## src/rtl/uart_pkg.sv

```systemverilog
// Shared UART definitions: FSM state encodings, parity selectors and
// the legal oversampling ratios, used by both RX and TX controllers.
package uart_pkg;

    typedef enum logic [2:0] {
        IDLE   = 3'd0,
        START  = 3'd1,
        DATA   = 3'd2,
        PARITY = 3'd3,
        STOP   = 3'd4
    } uart_state_e;

    localparam logic PAR_EVEN = 1'b0;
    localparam logic PAR_ODD  = 1'b1;

    localparam int PRESCALE_8  = 8;
    localparam int PRESCALE_16 = 16;
    localparam int PRESCALE_32 = 32;

    // Anything that is not 16 or 32 falls back to 8x oversampling.
    function automatic int eff_prescale(input int p);
        if (p == PRESCALE_16) return PRESCALE_16;
        if (p == PRESCALE_32) return PRESCALE_32;
        return PRESCALE_8;
    endfunction

endpackage

```

## src/rtl/uart_rx_sampler.sv

```systemverilog
// RX line front end: 2-flop synchroniser, per-bit edge counter and a
// 3-sample majority vote around the bit centre.
module uart_rx_sampler
    import uart_pkg::*;
#(
    parameter int PRESCALE_WIDTH = 6
) (
    input  logic                      clk,
    input  logic                      reset,
    input  logic                      en,
    input  logic                      rx_in,
    input  logic [PRESCALE_WIDTH-1:0] prescale,
    output logic                      rx_s,
    output logic                      edge_last,
    output logic                      sample_valid,
    output logic                      sampled_bit
);

    logic                      rx_m;
    logic                      s0;
    logic                      s1;
    logic [PRESCALE_WIDTH-1:0] edge_cnt;
    logic [PRESCALE_WIDTH-1:0] p_eff;
    logic [PRESCALE_WIDTH-1:0] half;

    always_comb begin
        p_eff = PRESCALE_WIDTH'(eff_prescale(int'(prescale)));
        half  = p_eff >> 1;
    end

    // >= rather than == so a mid-frame prescale drop still wraps.
    assign edge_last = (edge_cnt >= p_eff - 1'b1);

    always_ff @(posedge clk or negedge reset) begin
        if (!reset) begin
            rx_m <= 1'b1;
            rx_s <= 1'b1;
        end else begin
            rx_m <= rx_in;
            rx_s <= rx_m;
        end
    end

    always_ff @(posedge clk or negedge reset) begin
        if (!reset) begin
            edge_cnt     <= '0;
            s0           <= 1'b0;
            s1           <= 1'b0;
            sampled_bit  <= 1'b0;
            sample_valid <= 1'b0;
        end else begin
            sample_valid <= 1'b0;
            if (!en || edge_last) edge_cnt <= '0;
            else                  edge_cnt <= edge_cnt + 1'b1;
            if (en) begin
                if (edge_cnt == half - 1'b1) s0 <= rx_s;
                if (edge_cnt == half)        s1 <= rx_s;
                if (edge_cnt == half + 1'b1) begin
                    sampled_bit  <= (s0 & s1) | (s0 & rx_s) | (s1 & rx_s);
                    sample_valid <= 1'b1;
                end
            end
        end
    end

endmodule

```

## src/rtl/uart_rx_fsm.sv

```systemverilog
// UART receive controller: frame FSM, deserializer, parity and stop
// checking, with one-cycle result strobes at end of frame.
module uart_rx_fsm
    import uart_pkg::*;
#(
    parameter int DATA_WIDTH     = 8,
    parameter int PRESCALE_WIDTH = 6
) (
    input  logic                      clk,
    input  logic                      reset,
    input  logic                      rx_in,
    input  logic [PRESCALE_WIDTH-1:0] prescale,
    input  logic                      par_en,
    input  logic                      par_typ,
    output logic [DATA_WIDTH-1:0]     p_data,
    output logic                      data_valid,
    output logic                      par_err,
    output logic                      stp_err
);

    localparam int BW = $clog2(DATA_WIDTH);
    localparam logic [BW-1:0] LAST_BIT = BW'(DATA_WIDTH - 1);

    uart_state_e           state;
    uart_state_e           state_nxt;
    logic                  rx_s;
    logic                  edge_last;
    logic                  sample_valid;
    logic                  sampled_bit;
    logic [BW-1:0]         bit_cnt;
    logic [DATA_WIDTH-1:0] shreg;
    logic                  par_en_q;
    logic                  par_typ_q;
    logic                  par_bad;
    logic                  stop_bit;
    logic                  exp_par;
    logic                  frame_go;

    uart_rx_sampler #(
        .PRESCALE_WIDTH(PRESCALE_WIDTH)
    ) u_sampler (
        .clk         (clk),
        .reset       (reset),
        .en          (state != IDLE),
        .rx_in       (rx_in),
        .prescale    (prescale),
        .rx_s        (rx_s),
        .edge_last   (edge_last),
        .sample_valid(sample_valid),
        .sampled_bit (sampled_bit)
    );

    assign frame_go = (state == IDLE) && !rx_s;
    assign exp_par  = (par_typ_q == PAR_EVEN) ? ^shreg : ~^shreg;

    always_ff @(posedge clk or negedge reset) begin
        if (!reset) state <= IDLE;
        else        state <= state_nxt;
    end

    always_comb begin
        state_nxt = state;
        unique case (state)
            IDLE:    if (!rx_s) state_nxt = START;
            START:   if (edge_last) state_nxt = sampled_bit ? IDLE : DATA;
            DATA:
                if (edge_last && bit_cnt == LAST_BIT)
                    state_nxt = par_en_q ? PARITY : STOP;
            PARITY:  if (edge_last) state_nxt = STOP;
            STOP:    if (edge_last) state_nxt = IDLE;
            default: state_nxt = IDLE;
        endcase
    end

    always_ff @(posedge clk or negedge reset) begin
        if (!reset) begin
            bit_cnt    <= '0;
            shreg      <= '0;
            par_en_q   <= 1'b0;
            par_typ_q  <= 1'b0;
            par_bad    <= 1'b0;
            stop_bit   <= 1'b0;
            p_data     <= '0;
            data_valid <= 1'b0;
            par_err    <= 1'b0;
            stp_err    <= 1'b0;
        end else begin
            data_valid <= 1'b0;
            par_err    <= 1'b0;
            stp_err    <= 1'b0;
            if (frame_go) begin
                par_en_q  <= par_en;
                par_typ_q <= par_typ;
                par_bad   <= 1'b0;
                bit_cnt   <= '0;
            end
            if (state == DATA && sample_valid)
                shreg <= {sampled_bit, shreg[DATA_WIDTH-1:1]};
            if (state == DATA && edge_last)
                bit_cnt <= bit_cnt + 1'b1;
            if (state == PARITY && sample_valid)
                par_bad <= (sampled_bit != exp_par);
            if (state == STOP && sample_valid)
                stop_bit <= sampled_bit;
            if (state == STOP && edge_last) begin
                par_err <= par_bad;
                stp_err <= !stop_bit;
                if (stop_bit && !par_bad) begin
                    p_data     <= shreg;
                    data_valid <= 1'b1;
                end
            end
        end
    end

endmodule

```

## config.mk

```make
export PLATFORM = sky130hd
export DESIGN_NAME = uart_rx_fsm
export DESIGN_NICKNAME = d
export VERILOG_FILES = /design/src/rtl/uart_pkg.sv /design/src/rtl/uart_rx_sampler.sv /design/src/rtl/uart_rx_fsm.sv
export SDC_FILE = /design/constraint.sdc
export NUM_CORES = 1
export LEC_CHECK = 0
export ABC_AREA = 1
export CAP_MARGIN = 0
export CORE_MARGIN = 5
export CORE_UTILIZATION = 51
export DETAILED_ROUTE_END_ITERATION = 16
export GPL_TIMING_DRIVEN = 1
export PLACE_DENSITY = 0.76
export SLEW_MARGIN = 20
export SYNTH_ARGS = -nofsm -noshare
export SYNTH_HDL_FRONTEND = slang
export SYNTH_HIERARCHICAL = 1
export SYNTH_SLANG_ARGS = --single-unit
```

## constraint.sdc

```tcl
create_clock -name clk -period 1.9 [get_ports clk]
set_clock_uncertainty 0.2 [all_clocks]
set_input_delay 0.285 -clock clk [delete_from_list [all_inputs] [get_ports clk]]
set_output_delay 0.285 -clock clk [all_outputs]
set_load 0.1 [all_outputs]
```

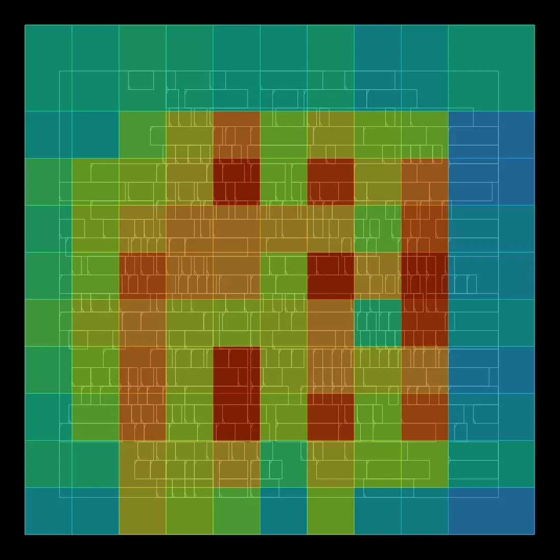
(images/congestion_map.png)
WL/cell: 12.05 um
grt peak-use layer: met2
post-layout util: 70.22%
met3 Usage GRT: 3.471%

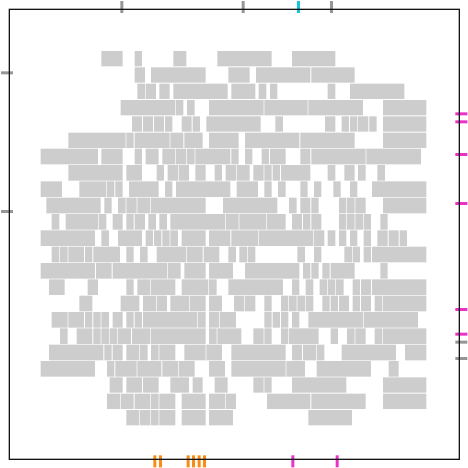
(images/pinout.png)
(6 px per um) Pins as bars across the die edge, other pins in gray.
- `p_data`: magenta (pins 8; direction output; edge 6 east, 2 south)
- `stp_err`: cyan (pins 1; direction output; edge north)
- `prescale`: orange (pins 6; direction input; edge south)
- all pins by edge: 8 east, 8 south, 4 north, 2 west
die span in y: 74.75 um
# port buffers: 21

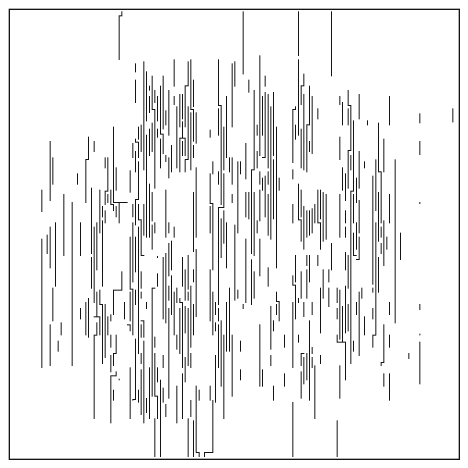
(images/m2.png)
(6 px per um)
- longest straight run: 28.7 um
- wire length on this layer: 2270 um
- main direction: vertical
- share of all routed wire: 53%
drt total wl: 4315 um
GRT met2 Usage: 31.61%

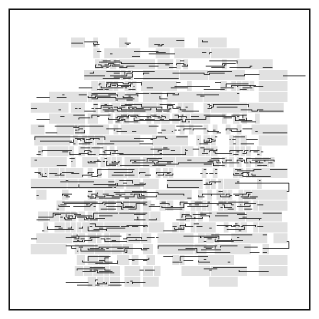
(images/m1.png)
(4 px per um)
- share of all routed wire: 42%
- wire length on this layer: 1830 um
GRT met1 Usage: 19.64%
vias post-DR: 1805

## state kept, by name, summed over array words and instances, names as in the netlist
name / cells
bit_cnt: 3
data_valid: 1
p_data: 8
par_bad: 1
par_en_q: 1
par_err: 1
par_typ_q: 1
shreg: 8
state: 3
stop_bit: 1
stp_err: 1
u_sampler/edge_cnt: 6
u_sampler/rx_m: 1
u_sampler/rx_s: 1
u_sampler/s0: 1
u_sampler/s1: 1
u_sampler/sample_valid: 1
u_sampler/sampled_bit: 1
## cell usage in the layout (no fill, tap or decap), types with 9 or more instances in the layout
| master | netlist | final |
|---|---|---|
| nor2_1 | 28 | 24 |
| o21ai_0 | 15 | 13 |
| nand2_2 | 3 | 9 |
| buf_4 | 0 | 21 |
| nand3_1 | 14 | 12 |
| inv_1 | 32 | 27 |
| nand2_1 | 73 | 67 |
| buf_12 | 1 | 12 |
| a21oi_1 | 11 | 10 |
| dfrtp_1 | 39 | 39 |
## area by class of cell
cell class	count	area (sq um)
multi-input cells	182	1036
clock buffers	7	76.32
clock inverters	1	5.005
well taps	50	62.56
flip-flops and latches	41	1028
fillers	318	1200
repair buffers	44	491.7
inverters	33	128.9
## power groups by stage
| stage | sequential, W | combinational [W] | clock (W) |
|---|---|---|---|
| 6_report | 0.00124 | 0.00137 | 0.000553 |
| 5_1_grt | 0.00126 | 0.00156 | 0.000594 |
| 4_1_cts | 0.00123 | 0.00126 | 0.000565 |
| 3_5_place_dp | 0.00125 | 0.00124 | 0 |
| 3_3_place_gp | 0.00124 | 0.00118 | 0 |
| 2_1_floorplan | 0.00131 | 0.000765 | 0 |
## path summary, 6_finish.rpt
| path | start | to | cells after the start | slack, ps |
|---|---|---|---|---|
| max in group asynchronous | reset | u_sampler/rx_s$_DFF_PN1_ | 3 | 950 |
| hold / removal | u_sampler/rx_m$_DFF_PN1_ | u_sampler/rx_s$_DFF_PN1_ | 0 | 160 |
| setup / recovery | prescale[5] | state[0]$_DFFE_PN0P_ | 15 | 40 |
| min in group asynchronous | reset | p_data[6]$_DFFE_PN0P_ | 3 | 280 |
| hold reg to reg | u_sampler/rx_m$_DFF_PN1_ | u_sampler/rx_s$_DFF_PN1_ | 0 | 160 |
| setup reg to reg | u_sampler/edge_cnt[3]$_DFF_PN0_ | bit_cnt[1]$_DFFE_PN0P_ | 10 | 90 |
## metal layers
| layer | part of all wire [%] | up-vias | GRT usage (%) |
|---|---|---|---|
| met4 | 1.9 | 0 | 5.929 |
| met3 | 3.1 | 10 | 3.471 |
| met2 | 53 | 22 | 31.61 |
| li1 | - | 916 | - |
| met5 | 0 | - | 0 |
| met1 | 42 | 857 | 19.64 |
## per-stage QoR
step,power [W],util (%),worst slack (ps)
floorplan,0.002071,-,-88.61
global placement,0.002424,64.69,-536.4
global route,0.003414,70.22,-81.49
finish,0.003164,70.22,43.23
detailed placement,0.002486,64.69,-636.6
CTS,0.003058,67.80,8.324
## what timing repair did
item | 4_1_cts | 5_1_grt
hold endpoints to repair | 41 | 0
cloned | 1 | 0
buffers inserted | 7 | 2
setup endpoints to repair | 23 | 20
pin swaps | 8 | 15
gates resized | 27 | 26
hold buffers | 1 | 0
==> results.sh <==
# source this file to load flow results
export IMPL_worstSetupPathType="primary input to register"
export IMPL_power_frac_comb_pct=43.4
export IMPL_status="complete, no violations"
export IMPL_clockBufferDepth=2
export IMPL_grt_usage_pct=17.14
export IMPL_rows=23
export IMPL_hp_class="register to register"
export IMPL_maxCapViolations=0
export IMPL_htree_levels=2
export IMPL_ys_sh_xor_pct=1.229
export IMPL_n_antenna_cell=0
export IMPL_antenna_left=0
export IMPL_yosys_warnings=6
export IMPL_ys_ff=41
export IMPL_dp_hpwl_um=3037
export IMPL_cts_root_buf="clkbuf_8"
export IMPL_ys_sh_mux_pct=0.5266
export IMPL_worst_ir_drop_vdd_mv=0.7502
export IMPL_net_switching_power_w=0.001292
export IMPL_path_max_fanout=6
export IMPL_synthTopLogicFamily="simple AND/OR/NAND/NOR gates"
export IMPL_grt_pass1_wl_um=7396
export IMPL_worst_path_buf_inv=4
export IMPL_required_ps=1920
export IMPL_period_used_pct=97.72
export IMPL_clk_latency_ps=290
export IMPL_routed_via_density=5.042
export IMPL_nets=325
export IMPL_die_width_um=74.75
export IMPL_rsz0062_at_grt="true"
export IMPL_grt_antenna_before_repair=0
export IMPL_drc=0
export IMPL_cts_made_buffers=5
export IMPL_ys_sh_aoi_pct=8.484
export IMPL_drtIter0Drc=109
export IMPL_cp_cell_sequence="buf_4 > inv_4 > nand2_2 > a21oi_2 > inv_2 > ha_4 > inv_4 > nor2_4 > o21ai_2 > nand3_2 > o21ai_1 > o21ai_1 > nand2_2 > nor2_2 > a21oi_1"
Power and IR drop assume default switching activity.
